gate_families.png
Bar = 20 um.
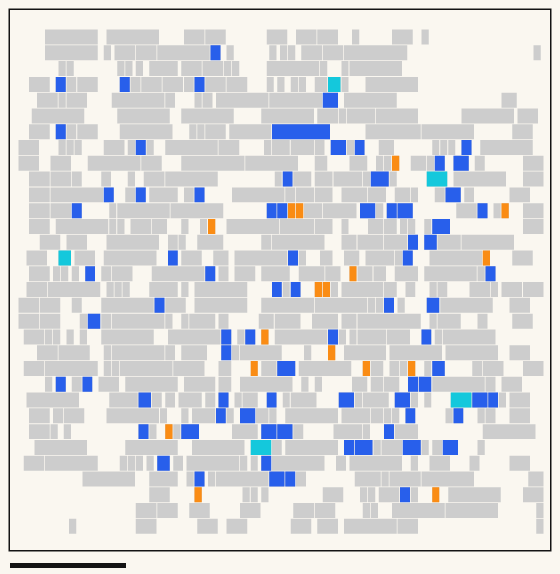
metal_stack.png
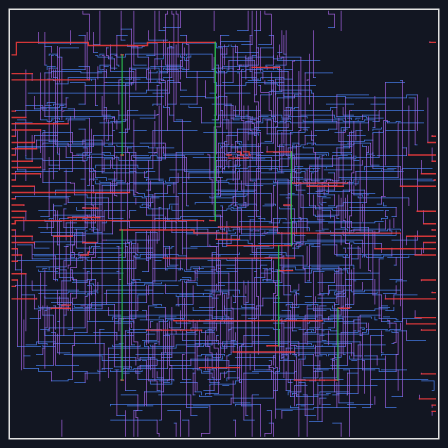
Design mop_sequencer, sky130hd; sources not shown.
==> flow_summary.ini <==
; physical design summary
[final_layout]
drive_gt1_share_pct = 7.89
nets = 596
area_growth_syn_to_layout_pct = 27.8
finalInstanceArea_um2 = 5400

[worst_hold_path]
hold_path.class = flop to flop
hold-path-cell-count = 2

[setup_path]
regToRegSetupSlack_ns = 0.54
path_cells = xor2_1 > o41ai_4 > nand2_2 > buf_4 > mux2_4
critPathCaptureType = flop
cp.buffers_inverters = 1
cp.required_ns = 3.14

[clock_tree]
cts.sinks = 78
clk_latency_ns = 0.35
clock_path_buffers = 2
cts_tree = built

[logic_synthesis]
top_cell = nand2_1
ys_seq_share_pct = 46.2
synthFlopType = dfrtp_1
ys_cells = 467
edf_count = 0
top_cells_by_count = nand2_1, dfrtp_1, a21oi_1
syn_area_um2 = 4230

[global_routing]
gr-usage-all-layers_pct = 26.5
grt_overflow_total = 0
grt.busiest_layer = met2
grt_pass1_wl_um = 17700
grt_use_met1_pct = 35.7
use_met3_pct = 4.31

[status]
status = completed

[routing]
first_iter_violations = 212
drc = 0
routed_wl_um = 10300

[pwr]
powerDensity_nw_per_um2 = 1140
power_uw = 6160

[final_timing]
tns_ns = 0
fin_crit_ns = 2.51
drv_slew = 0

[die]
rows = 32
fp_util_pct = 53.6
die_w_um = 93.1

[placed_design]
hpwlAfterDp_um = 7080
place.gp.congestion = 0.877
numPortBuffers = 86
placed_cells = 630

[flow_run]
warning_count = 26
Back to the opening pictures, gate_families.png:
| family | color | cells | most used |
|---|---|---|---|
| inverting AOI/OAI gates | blue | 78 | a21oi_1 |
| inverters | orange | 17 | inv_1 |
| AND and OR gates | cyan | 5 | and4b_1 |
Top cell excl fill/tap: nand2_1
Comb/total area: 37.7%
Final Non-Filler Cells: 647

Back to the opening pictures, metal_stack.png:
| layer | color | wire length |
|---|---|---|
| met2 | purple | 4,890 um |
| met3 | red | 580 um |
| met4 | green | 151 um |
| met1 | blue | 4,730 um |
routed len/inst: 16.0 um
via count: 3,574

## cells by family (layout without fill, tap and decap cells)
kind of cell,count (synthesis),count (layout),synth area share [%]
AND/OR/NAND/NOR,192,192,19.6
AND-OR/OR-AND,92,92,14.2
flip-flops,78,78,46.2
buffers and inverters,57,130,7.01
multiplexers,22,22,5.83
adder cells (fa/ha/maj),16,16,5.27
XOR/XNOR,9,9,1.86
other,1,6,0.0887
## worst min-delay path, delay by kind of cell, from the launching register on
family	cells	cell delay, ns
simple gates	2	0.10
flops	1	0.35
## per-stage QoR
step                util [%]  worst slack (ns)
CTS                     68.1             0.465
global placement        64.8             0.550
floorplan                  -             0.704
global route            68.5             0.413
detailed placement      64.8             0.483
finish                  68.5             0.544
## timing repair
item | 4_1_cts | 5_1_grt
hold buffers | 1 | 0
endpoints found under the hold margin | 43 | 0
endpoints found under the setup margin | 0 | 7
gates resized | 0 | 4
## power by group
part           switching [uW]  leakage [uW]  total [uW]  internal [uW]
clock network             393      0.000130         983            590
logic                    1780       0.00147        3280           1500
registers                 378      0.000948        1900           1520
## layout by cell type, fill, tap and decap left out, types with 13 or more instances in the layout
cell type        synthesis  layout
dfrtp_1                 78      77
nand2_1                119     119
a21oi_1                 37      37
mux2i_1                 13      13
o21ai_0                 13      13
nor2_1                  14      14
nor3_1                  24      24
inv_1                   17      17
nand3_1                 17      17
clkdlybuf4s50_1          0      85
## layout make-up
class	instances	area [um^2]
clock buffers	11	151
clock inverters	5	104
fillers	608	2480
inverters	17	63.8
multi-input cells	337	2030
flip-flops and latches	78	1950
well taps	102	128
repair buffers	97	968
Power and IR drop assume default switching activity.
